<file path="src/rtl/nes_poll_scheduler.sv">
// Polls both NES pads back-to-back (left then right) once per poll tick through one
// shared phase counter, and commits both button bytes plus press edges atomically.
module nes_poll_scheduler #(
    parameter int unsigned HALF_T   = 152,
    parameter int unsigned POLL_DIV = 419583
) (
    input  logic       clk,
    input  logic       reset_n,
    input  logic       enable,
    input  logic       nes_data_l,
    input  logic       nes_data_r,
    output logic       nes_latch_l,
    output logic       nes_clk_l,
    output logic       nes_latch_r,
    output logic       nes_clk_r,
    output logic [7:0] buttons_l,
    output logic [7:0] buttons_r,
    output logic [7:0] press_l,
    output logic [7:0] press_r,
    output logic       buttons_valid,
    output logic       busy
);

    localparam int unsigned   TW         = $clog2(POLL_DIV);
    localparam int unsigned   PW         = $clog2(2 * HALF_T);
    localparam logic [TW-1:0] TIMER_LAST = TW'(POLL_DIV - 1);
    localparam logic [PW-1:0] LATCH_LAST = PW'(2 * HALF_T - 1);
    localparam logic [PW-1:0] HALF_LAST  = PW'(HALF_T - 1);

    typedef enum logic [2:0] {
        S_IDLE,
        S_LATCH,
        S_LOW,
        S_HIGH,
        S_COMMIT
    } state_t;

    state_t        state_q;
    logic [TW-1:0] timer_q, timer_d;
    logic          pending_q, pending_d;
    logic          tick;
    logic          leave_idle;
    logic          sel_r_q;
    logic [PW-1:0] phase_q;
    logic [2:0]    bit_q;
    logic [7:0]    shadow_l_q, shadow_r_q;
    logic          latch_l_q, clk_l_q, latch_r_q, clk_r_q;
    logic [7:0]    buttons_l_q, buttons_r_q, press_l_q, press_r_q;
    logic          valid_q, busy_q;
    logic          sample;
    logic [7:0]    commit_r;

    assign tick       = (timer_q == TIMER_LAST);
    assign leave_idle = (state_q == S_IDLE) && pending_q;
    assign sample     = sel_r_q ? ~nes_data_r : ~nes_data_l;
    // Right bit 7 is sampled on the same edge that commits, so it bypasses the shadow.
    assign commit_r   = {~nes_data_r, shadow_r_q[6:0]};

    always_comb begin
        timer_d   = tick ? '0 : timer_q + TW'(1);
        pending_d = pending_q;
        if (leave_idle) pending_d = 1'b0;
        if (tick)       pending_d = 1'b1;
        if (!enable)    pending_d = 1'b0;
    end

    always_ff @(posedge clk) begin
        if (!reset_n) begin
            timer_q   <= '0;
            pending_q <= 1'b0;
        end else begin
            timer_q   <= timer_d;
            pending_q <= pending_d;
        end
    end

    always_ff @(posedge clk) begin
        if (!reset_n) begin
            state_q     <= S_IDLE;
            sel_r_q     <= 1'b0;
            phase_q     <= '0;
            bit_q       <= '0;
            shadow_l_q  <= '0;
            shadow_r_q  <= '0;
            latch_l_q   <= 1'b0;
            clk_l_q     <= 1'b0;
            latch_r_q   <= 1'b0;
            clk_r_q     <= 1'b0;
            buttons_l_q <= '0;
            buttons_r_q <= '0;
            press_l_q   <= '0;
            press_r_q   <= '0;
            valid_q     <= 1'b0;
            busy_q      <= 1'b0;
        end else begin
            valid_q <= 1'b0;
            case (state_q)
                S_IDLE: begin
                    if (pending_q) begin
                        state_q   <= S_LATCH;
                        sel_r_q   <= 1'b0;
                        phase_q   <= '0;
                        latch_l_q <= 1'b1;
                        busy_q    <= 1'b1;
                    end
                end
                S_LATCH: begin
                    if (phase_q == LATCH_LAST) begin
                        phase_q   <= '0;
                        bit_q     <= '0;
                        latch_l_q <= 1'b0;
                        latch_r_q <= 1'b0;
                        state_q   <= S_LOW;
                    end else begin
                        phase_q <= phase_q + PW'(1);
                    end
                end
                S_LOW: begin
                    if (phase_q == HALF_LAST) begin
                        phase_q <= '0;
                        if (sel_r_q) shadow_r_q[bit_q] <= sample;
                        else         shadow_l_q[bit_q] <= sample;
                        if (bit_q != 3'd7) begin
                            clk_l_q <= ~sel_r_q;
                            clk_r_q <= sel_r_q;
                            state_q <= S_HIGH;
                        end else if (!sel_r_q) begin
                            sel_r_q   <= 1'b1;
                            latch_r_q <= 1'b1;
                            state_q   <= S_LATCH;
                        end else begin
                            buttons_l_q <= shadow_l_q;
                            buttons_r_q <= commit_r;
                            press_l_q   <= shadow_l_q & ~buttons_l_q;
                            press_r_q   <= commit_r & ~buttons_r_q;
                            valid_q     <= 1'b1;
                            state_q     <= S_COMMIT;
                        end
                    end else begin
                        phase_q <= phase_q + PW'(1);
                    end
                end
                S_HIGH: begin
                    if (phase_q == HALF_LAST) begin
                        phase_q <= '0;
                        bit_q   <= bit_q + 3'd1;
                        clk_l_q <= 1'b0;
                        clk_r_q <= 1'b0;
                        state_q <= S_LOW;
                    end else begin
                        phase_q <= phase_q + PW'(1);
                    end
                end
                S_COMMIT: begin
                    state_q <= S_IDLE;
                    busy_q  <= 1'b0;
                end
                default: begin
                    state_q   <= S_IDLE;
                    busy_q    <= 1'b0;
                    latch_l_q <= 1'b0;
                    clk_l_q   <= 1'b0;
                    latch_r_q <= 1'b0;
                    clk_r_q   <= 1'b0;
                end
            endcase
        end
    end

    assign nes_latch_l   = latch_l_q;
    assign nes_clk_l     = clk_l_q;
    assign nes_latch_r   = latch_r_q;
    assign nes_clk_r     = clk_r_q;
    assign buttons_l     = buttons_l_q;
    assign buttons_r     = buttons_r_q;
    assign press_l       = press_l_q;
    assign press_r       = press_r_q;
    assign buttons_valid = valid_q;
    assign busy          = busy_q;

endmodule

</file>
<file path="config.mk">
export PLATFORM = sky130hd
export DESIGN_NAME = nes_poll_scheduler
export DESIGN_NICKNAME = d
export VERILOG_FILES = /design/src/rtl/nes_poll_scheduler.sv
export SDC_FILE = /design/constraint.sdc
export NUM_CORES = 1
export LEC_CHECK = 0
export CORE_MARGIN = 3
export CORE_UTILIZATION = 60
export CTS_CLUSTER_DIAMETER = 30
export CTS_CLUSTER_SIZE = 20
export DETAILED_ROUTE_END_ITERATION = 6
export GPL_TIMING_DRIVEN = 0
export PLACE_DENSITY = 0.95
export SYNTH_ARGS = -nofsm -noshare
export SYNTH_HDL_FRONTEND = slang
export SYNTH_SLANG_ARGS = --single-unit
</file>
<file path="constraint.sdc">
create_clock -name clk -period 5.7 [get_ports clk]
set_clock_uncertainty 0.1 [all_clocks]
set_input_delay 0.855 -clock clk [delete_from_list [all_inputs] [get_ports clk]]
set_output_delay 0.855 -clock clk [all_outputs]
set_load 0.05 [all_outputs]
</file>
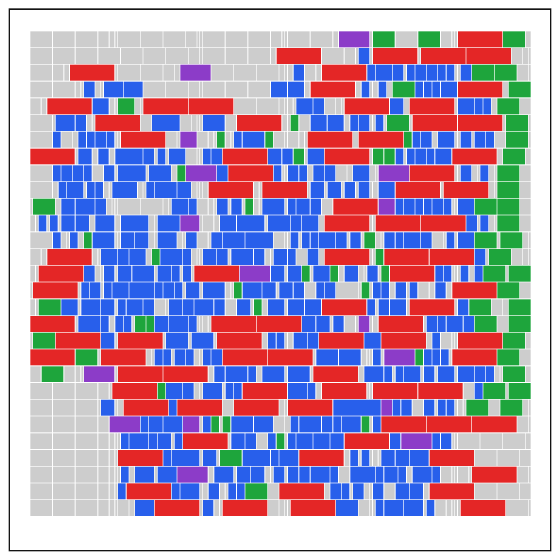
run_1/cell_classes.png
Fill, decap, tap and diode cells in gray.
[green] other buffers and delay cells | cells: 69 | share of their area: 11%
[red] flip-flops | cells: 89 | share of their area: 39%
[purple] clock drivers and dummy loads | cells: 16 | share of their area: 3.9%
[blue] all other logic | cells: 357 | share of their area: 46%
flop share of the area: 38.0%
core box area: 6420 um^2
Finished Core Util: 73.1%
# rows: 29

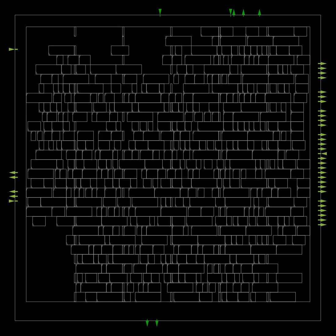
run_1/final_placement.png
non-filler cells, final: 608
Well Taps: 77
flop count: 89

==> run summary, run 1 <==
top cells by count, synth - 89 x dfxtp_1, 85 x nand2_1, 45 x a21oi_1
CTS Buffer Depth - 2
crit-path cells - clkdlybuf4s50_1
Root Driver - clkbuf_8
Non-clock buffer share - 11.2%
met1 GRT Util - 32.2%
Final Critical Period - 2.54 ns
drt via density - 6.16
DRC Markers - 0
top cell type by total area after synthesis - dfxtp_1
most numerous logic cell after layout - dfxtp_1
grt peak-use layer - met2
Worst R2R Start - timer_q[0]
number of setup buffers added after CTS - 0
DP Area - 4510 um^2
EDFF count, synth - 0
DP Wirelength - 6.99 mm
wl on met1 - 4.10 mm
Worst slew margin - 57.8%
worst slew pin tran - 0.631 ns
Comb/total area - 44.3%
Synth Area in Compound Gates - 14.9%
overflow left after global routing - 0
WHS - 0.353 ns
pre-CTS setup slack - 3.17 ns
most frequent cell after synthesis - dfxtp_1
clk latency late pin - 0.37 ns
Multi-input gate area - 2080 um^2
Top Layer Used - met4
Ant. Diodes - 0
Total GRT Usage - 26.2%
# fillers - 466
cts hold-fix bufs - 0
Final nets - 536
Adder-Cell Fraction of Synth Area - 1.56%
IO Port Bufs - 41
xor/xnor share - 3.94%
Setup WS post-layout - 3.16 ns
Area Growth Syn to Fin - 17.1%
share of cells above drive strength 1 - 6.03%
largest net degree at the start of global routing - 16
setup TNS - 0 ns
vias in the first global route - 3597
HP Class - register to register
CTS Buf Count - 9
# resized after CTS - 0
Synth Warn # - 0
Signal inverters - 8
First-pass DRT Iterations - 7
main flop type - dfxtp_1
Detailed Route Iter0 Violations - 340
initial antenna violation count - 0
unrepaired setup endpoints after global routing - no
Reg area - 1780 um^2
post-synthesis cell count - 474
fin crit share - 44.6%
# H-tree levels - 3
Synth Register Bits - 89
Met2 Wirelength - 4.62 mm
clk sinks - 89
die area - 7690 um^2
status - complete, no violations
placed insts - 592
asr flop ratio synth - 0%
MI comb cells - 349
Crit path max-delay family - buffers and inverters
most numerous logic cells after layout - 89 x dfxtp_1, 85 x nand2_1, 45 x a21oi_1
ys cells - 474
CTS tree - yes
power per cell area - 224 nW/um^2
Crit path required time - 4.74 ns
Biggest Area Class - multi-input combinational cells
met3 wire length - 617 um
DR WL/cell - 15.7 um
Fin. Hold Viols - 0
Die Ht - 87.7 um
starting density of the core - 62.4%
setup violators final - 0
Worst Setup Start Kind - register
Mux area share - 2.75%
GR Util met2 - 43.1%
Crit. End Element - output pin
sequential area share after synthesis - 44.5%
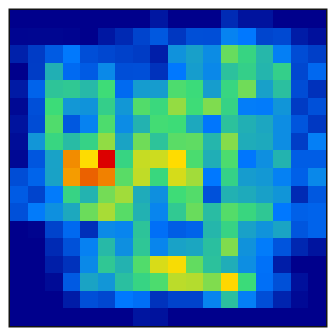
run_1/wire_density.png
18 x 18 tiles, from dark blue (low) to red (high), scaled to the fullest tile. Values are wire area over tile area, all layers added.
fullest tile: 0.73
tiles over half the peak: 16%
densest ninth of the die: center
mean over tiles: 0.20
emptiest ninth of the die: south-west
nearly empty tiles: 17%

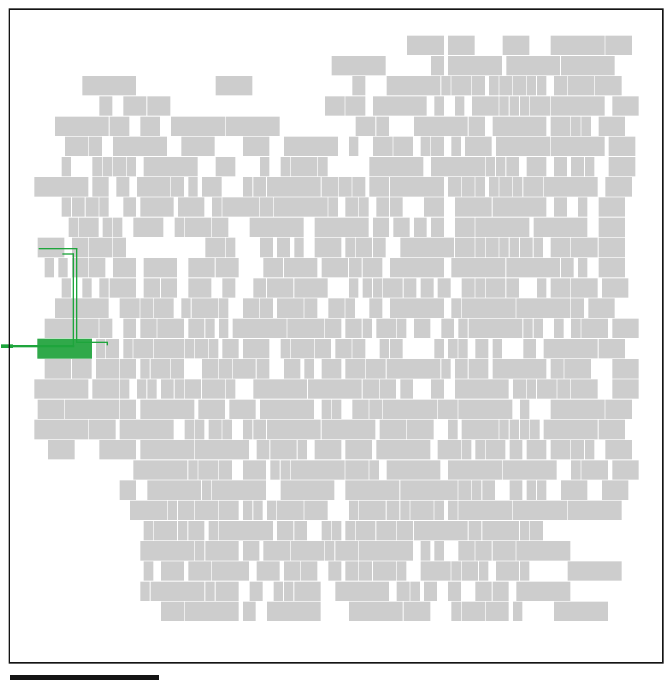
run_1/port_nets.png
The bar under the picture is 20 um long.
[green] busy | bits: 1 | direction: output | end cells: 1 | buffers: 1 | wire: 44.0 um

==> run 1: final timing paths <==
kind | endpoint | slack [ns] | cells after the start
worst max-delay path | buttons_l[6] | 3.16 | 1
worst min-delay path | press_r[2] | 0.35 | 2
worst max register to register | timer_q[11] | 3.22 | 7
worst min register to register | press_r[2] | 0.35 | 2
==> run 1: report_power, final <==
group          switching, uW  internal [uW]
clock                    230            170
sequential              2.60            623
combinational           16.7           6.56
==> run 1: kinds of logic after synthesis <==
| family | Yosys count |
|---|---|
| adders and majority gates | 5 |
| buffers and inverters | 36 |
| AOI/OAI and AO/OA | 95 |
| DFF | 89 |
| xor gates and xnor gates | 18 |
| muxes | 11 |
| and+or+nand+nor | 220 |
--- run 2 (diff from run 1) ---
- CORE_UTILIZATION: 60 -> 51
- PLACE_DENSITY: 0.95 -> 0.87
- clock period: 5.7 -> 2.2 ns (I/O delays scaled with it)
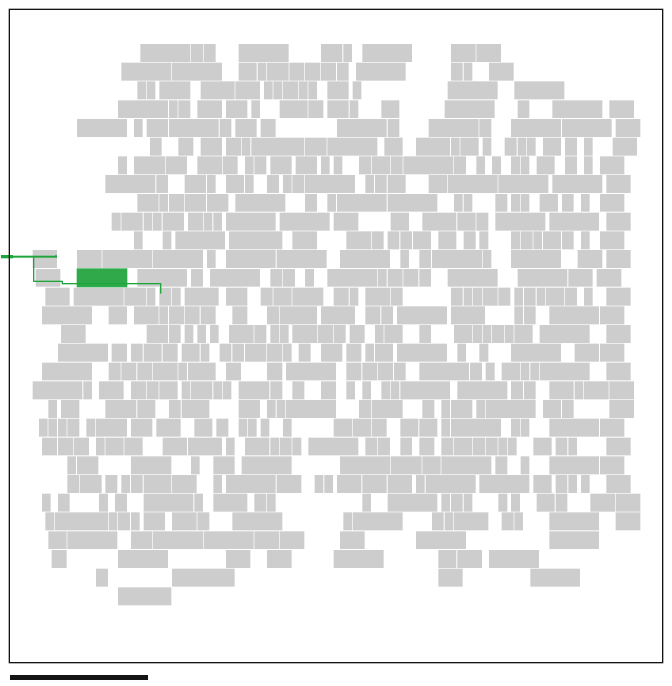
run_2/port_nets.png
The bar under the picture is 20 um long.
[green] busy | bits: 1 | direction: output | end cells: 1 | buffers: 1 | wire: 29.9 um
IO Pins: 43
IO Port Bufs: 41

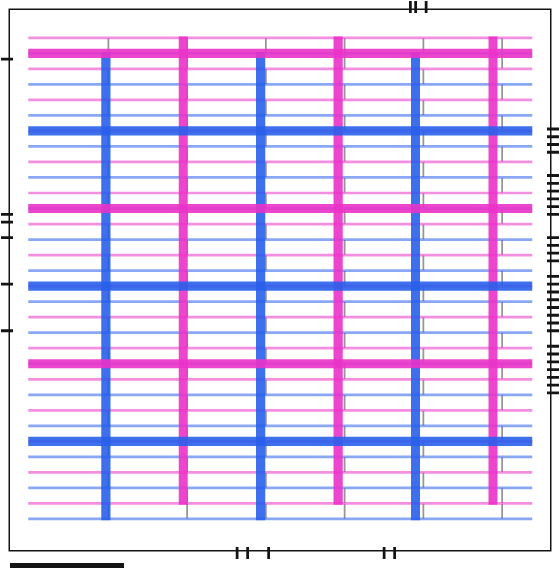
run_2/pdn.png
The bar under the picture is 20 um long. Pins as bars on the die edge. Tap cells in gray.
[magenta] VDD
[blue] VSS
met1 rails: 32
met5 straps: 6

==> run 2 against run 1 <==
Compared with the run above:
- final cell count up 3.3%
- clock-buffer cell count down 1
- die area up 16%
- wire length down 2.8%
- sequential power rose to 2.6 times the previous value
- synthesized cell count unchanged
- combinational power rose to 2.5 times the previous value
- global-route usage down 4.5 points
- critical path depth up 4
- synthesized area unchanged
- non-clock buffer count down 2
- critical path type is now register to register
- critical endpoint is now bit_q[1]
- highest routed layer unchanged
==> run summary, run 2 <==
setup violators final - 0
DRT Wirelength - 9.28 mm
First-pass DRT Iterations - 5
vias in the first global route - 3359
chip area in the Yosys report - 4010 um^2
Clk pwr share - 38.9%
top cells by area, synth - dfxtp_1 44%, nand2_1 8.0%, a21oi_1 5.6%
syn nets - 484
number of flip-flops in the largest register - 19
finished layout cell area - 4760 um^2
Reg power frac - 59.0%
Clock Pin Slew Worst Setup and Hold Paths - 0.10 ns
via count - 3620
share of cells above drive strength 1 - 7.94%
die area - 8950 um^2
Largest logic family - simple AND/OR/NAND/NOR gates
fin crit share - 95.2%
MaxCap Viol Count - 0
status - complete, no violations
Fin. Hold Viols - 0
Synth Register Bits - 89
starting density of the core - 53.8%
Slowest cell on crit path - or4b_2
EDFF count, synth - 0
Log Warnings - 27
Total GRT Usage - 21.7%
largest net degree at the start of global routing - 18
first-pass GRT wire length - 15.6 mm
top power group - registers
Detailed Route Iter0 Violations - 239
ys cells - 474
P_clk - 1070 uW
Worst path depth - 5
WS Path Type - register to register
hold path start - press_r[3]
Crit. End Element - register
GP Congestion - 0.863
reg2reg end - bit_q[1]
# H-tree levels - 3
Sw Share - 25.0%
Critical Path Fanout Max - 8
top cell type by total area after synthesis - dfxtp_1
GR Util met2 - 36.8%
met1 GRT Util - 27.0%
GRT met3 Usage - 4.94%
initial antenna violation count - 0
Reg area - 1790 um^2
Synth Cell Area - 4010 um^2
grt peak-use layer - met2
Multi-input gate area - 2120 um^2
CTS Buffer Depth - 2
hold depth - 2
CTS Buf Count - 9
P_int - 2060 uW
core box area - 7450 um^2
xor/xnor share - 3.94%
Top Layer Used - met4
maximum vdd drop - 349 uV
Ant. Diodes - 0
sequential area share after synthesis - 44.5%
Crit path max-delay family - simple AND/OR/NAND/NOR gates
Area Growth Syn to Fin - 18.9%
DIE WIDTH - 94.6 um
CP peak stage delay - 0.71 ns
HP Class - register to register
worst slew pin tran - 0.653 ns
Worst Setup Start Kind - register
top cells by count, synth - 89 x dfxtp_1, 85 x nand2_1, 45 x a21oi_1
Root Driver - clkbuf_8
worst reg-to-reg setup slack - 0.11 ns
most frequent cell after synthesis - dfxtp_1
post-synthesis cell count - 474
Syn Area/Cell - 8.45 um^2
clk latency late pin - 0.37 ns
most numerous logic cells after layout - 86 x dfxtp_1, 85 x nand2_1, 45 x a21oi_1
overflow left after global routing - 0
FMAX - 478 MHz
# fillers - 649
Synth cell types - 54
clk sinks - 89
WP buf/inv - 1
CP Capture Point - bit_q[1]
DP Wirelength - 6.75 mm
CTS tree - yes
Met2 Wirelength - 4.46 mm
# resized after CTS - 2
met3 wire length - 533 um
R2R cell count - 5
DRC Markers - 0
Top Registers - timer_q: 19 flops, phase_q: 9 flops
Worst R2R Start - phase_q[3]
Mux area share - 2.75%
Top-area cell share - 44.5%
Leakage - 0.00152 uW
Synth Area in Compound Gates - 14.9%
DP Area - 4540 um^2
cts hold-fix bufs - 0
main flop type - dfxtp_1
most numerous logic cell after layout - dfxtp_1
DRT antenna net count - 0
power per cell area - 577 nW/um^2
Worst slew margin - 56.2%
Synth Area in Simple Gates - 28.8%
number of setup buffers added after CTS - 0
asr flop ratio synth - 0%
Final Critical Period - 2.09 ns
# rows - 31
DR WL/cell - 14.8 um
Adder-Cell Fraction of Synth Area - 1.56%
Setup crit start - phase_q[3]
Gate power share - 2.1%
CP arrival - 2.28 ns
Final nets - 534
Top reg by flops - timer_q
Hold EP - press_r[3]
Slew Limit Fails - 0
P_seq - 1620 uW
WHS - 0.353 ns
Switch Pwr - 688 uW
crit-path cells - and4bb_2 -> buf_4 -> a22oi_1 -> or4b_2 -> a21oi_1
P_comb - 58.8 uW
drt via density - 5.76
Synth Warn # - 0
Die Ht - 94.6 um
Crit path required time - 2.38 ns
wl on met1 - 4.15 mm
run 2: stage by stage:
stage          setup TNS [ns]  utilization (%)  setup WS (ns)  cells  total power, uW
2_1_floorplan               0                -          0.299    474             1690
3_3_place_gp          -0.0106             61.0        -0.0106    614             1710
3_5_place_dp           -0.104             61.0        -0.0615    614             1720
4_1_cts                     0             63.6        0.00508    630             2750
5_1_grt               -0.0304             64.0        -0.0240    628             2840
6_report                    0             64.0          0.106    628             2750
run 2: final cells by class:
type,count,area share (%)
Clock inverter,7,1.29
Multi-Input combinational cell,349,44.4
Timing Repair Buffer,41,8.62
Inverter,8,0.630
Sequential cell,89,37.5
Tap cell,99,2.60
Buffer,26,2.36
Clock buffer,9,2.60
--- run 3 (diff from run 2) ---
- ABC_AREA: not set -> 1
- CAP_MARGIN: not set -> 20
- CORE_MARGIN: 3 -> not set
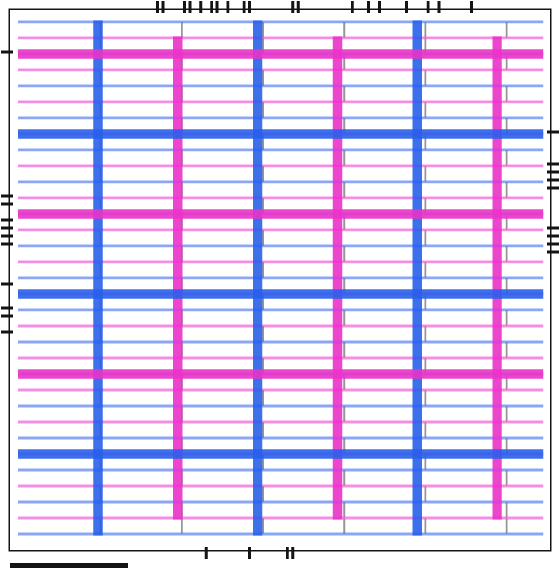
run_3/pdn.png
The bar under the picture is 20 um long. Pins as bars on the die edge. Tap cells in gray.
[blue] VSS
[magenta] VDD
signal pins: 43
rows: 32
core box area: 7770 um^2
Die Ht: 91.8 um
maximum vdd drop: 384 uV
DIE WIDTH: 91.8 um

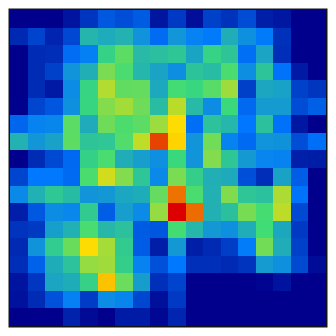
run_3/wire_density.png
18 x 18 tiles, from dark blue (low) to red (high), scaled to the fullest tile. Values are wire area over tile area, all layers added.
DR WL/cell: 12.3 um
DRT Wirelength: 9.54 mm

==> run 3 against run 2 <==
Compared with the run above:
- critical path depth is 5 higher
- clock power hardly changed
- synthesized cell count is 30% higher
- die area is 5.9% lower
- global-route usage is 2.3 points higher
- design area is 1.7% higher
- sequential cell count stayed put
- via count is 11% higher
- hold slack better by 0.0018 ns
- largest power group unchanged
- maximum frequency is 3.8% higher
- combinational power went up to 4.6 times the previous value
- highest routed layer unchanged
- non-clock buffer count is 9 lower
==> run summary, run 3 <==
Top-area cell share - 43.3%
flop share of the area - 36.8%
setup TNS - 0 ns
Total Power - 2980 uW
Multi-input gate area - 2010 um^2
Synth Register Bits - 89
met1 GRT Util - 30.6%
die area - 8420 um^2
Slowest cell on crit path - dfxtp_1
CP arrival - 2.15 ns
CTS Buf Count - 9
CTS Buffer Depth - 2
top cell type by total area after synthesis - dfxtp_1
Comb/total area - 41.5%
vias in the first global route - 3656
WP buf/inv - 3
HP Class - register to register
Crit path required time - 2.33 ns
grt peak-use layer - met2
chip area in the Yosys report - 4110 um^2
Synth Area in Simple Gates - 36.4%
clk latency late pin - 0.37 ns
Final nets - 680
# rows - 32
WS Path Type - register to register
Fin. Hold Viols - 0
# fillers - 714
power per cell area - 616 nW/um^2
EDFF count, synth - 0
Log Warnings - 27
status - complete, no violations
pre-CTS setup slack - -0.000440 ns
FMAX - 496 MHz
Reg area - 1780 um^2
clk sinks - 89
finished layout cell area - 4840 um^2
unrepaired setup endpoints after global routing - no
placed insts - 761
Largest logic family - simple AND/OR/NAND/NOR gates
Synth cell types - 27
DRT antenna net count - 0
Critical Path Fanout Max - 10
IO Port Bufs - 42
initial antenna violation count - 0
MaxCap Viol Count - 0
DP Area - 4660 um^2
most numerous logic cells after layout - 203 x nand2_1, 105 x nor2_1, 88 x dfxtp_1
crit-path cells - ha_1 -> ha_1 -> nand2_1 -> nor2_1 -> inv_1 -> nor2_4 -> inv_2 -> buf_2 -> nand2_1 -> a21oi_1
via count - 4010
met3 wire length - 535 um
Syn Area/Cell - 6.66 um^2
overflow left after global routing - 0
GP Congestion - 0.900
GRT met3 Usage - 4.31%
top cells by count, synth - 203 x nand2_1, 105 x nor2_1, 89 x dfxtp_1
sequential area share after synthesis - 43.3%
MI comb cells - 449
non-clock buffer total of the final layout - 58
CP peak stage delay - 0.41 ns
Area Growth Syn to Fin - 17.8%
asr flop ratio synth - 0%
Well Taps - 102
cts hold-fix bufs - 0
DRC Markers - 0
First-pass DRT Iterations - 5
number of setup buffers added after CTS - 0
Leakage - 0.00196 uW
Synth Warn # - 0
Worst Setup Start Kind - register
Worst path depth - 10
Top Registers - timer_q: 19 flops, phase_q: 9 flops
# H-tree levels - 3
Adder-Cell Fraction of Synth Area - 1.52%
largest net degree at the start of global routing - 17
Mux area share - 0%
GR Util met2 - 39.1%
post-synthesis cell count - 617
Setup WS post-layout - 0.183 ns
first-pass GRT wire length - 16.2 mm
flop count - 89
Clock Pin Slew Worst Setup and Hold Paths - 0.09 ns
Slew Limit Fails - 0
==> run 3: repair_timing <==
| item | in CTS | in global routing |
|---|---|---|
| resized | 0 | 1 |
| hold endpoints to repair | 0 | 0 |
| setup endpoints to repair | 0 | 25 |
==> run 3: where the power goes <==
| part | switching (uW) | leakage, uW | internal (uW) |
|---|---|---|---|
| combinational | 192 | 0.00116 | 79.3 |
| clock | 624 | 0.0000815 | 424 |
| sequential | 28.7 | 0.000718 | 1640 |
| total | 844 | 0.00196 | 2140 |
==> run 3: path summary, 6_finish.rpt <==
check              startpoint          end  slack, ns
setup / recovery     bit_q[1]   press_l[7]       0.18
hold / removal    nes_latch_l  nes_latch_l       0.36
setup reg to reg     bit_q[1]   press_l[7]       0.18
hold reg to reg   nes_latch_l  nes_latch_l       0.36
Power figures rest on the tool's default switching activity, not on a simulated workload.
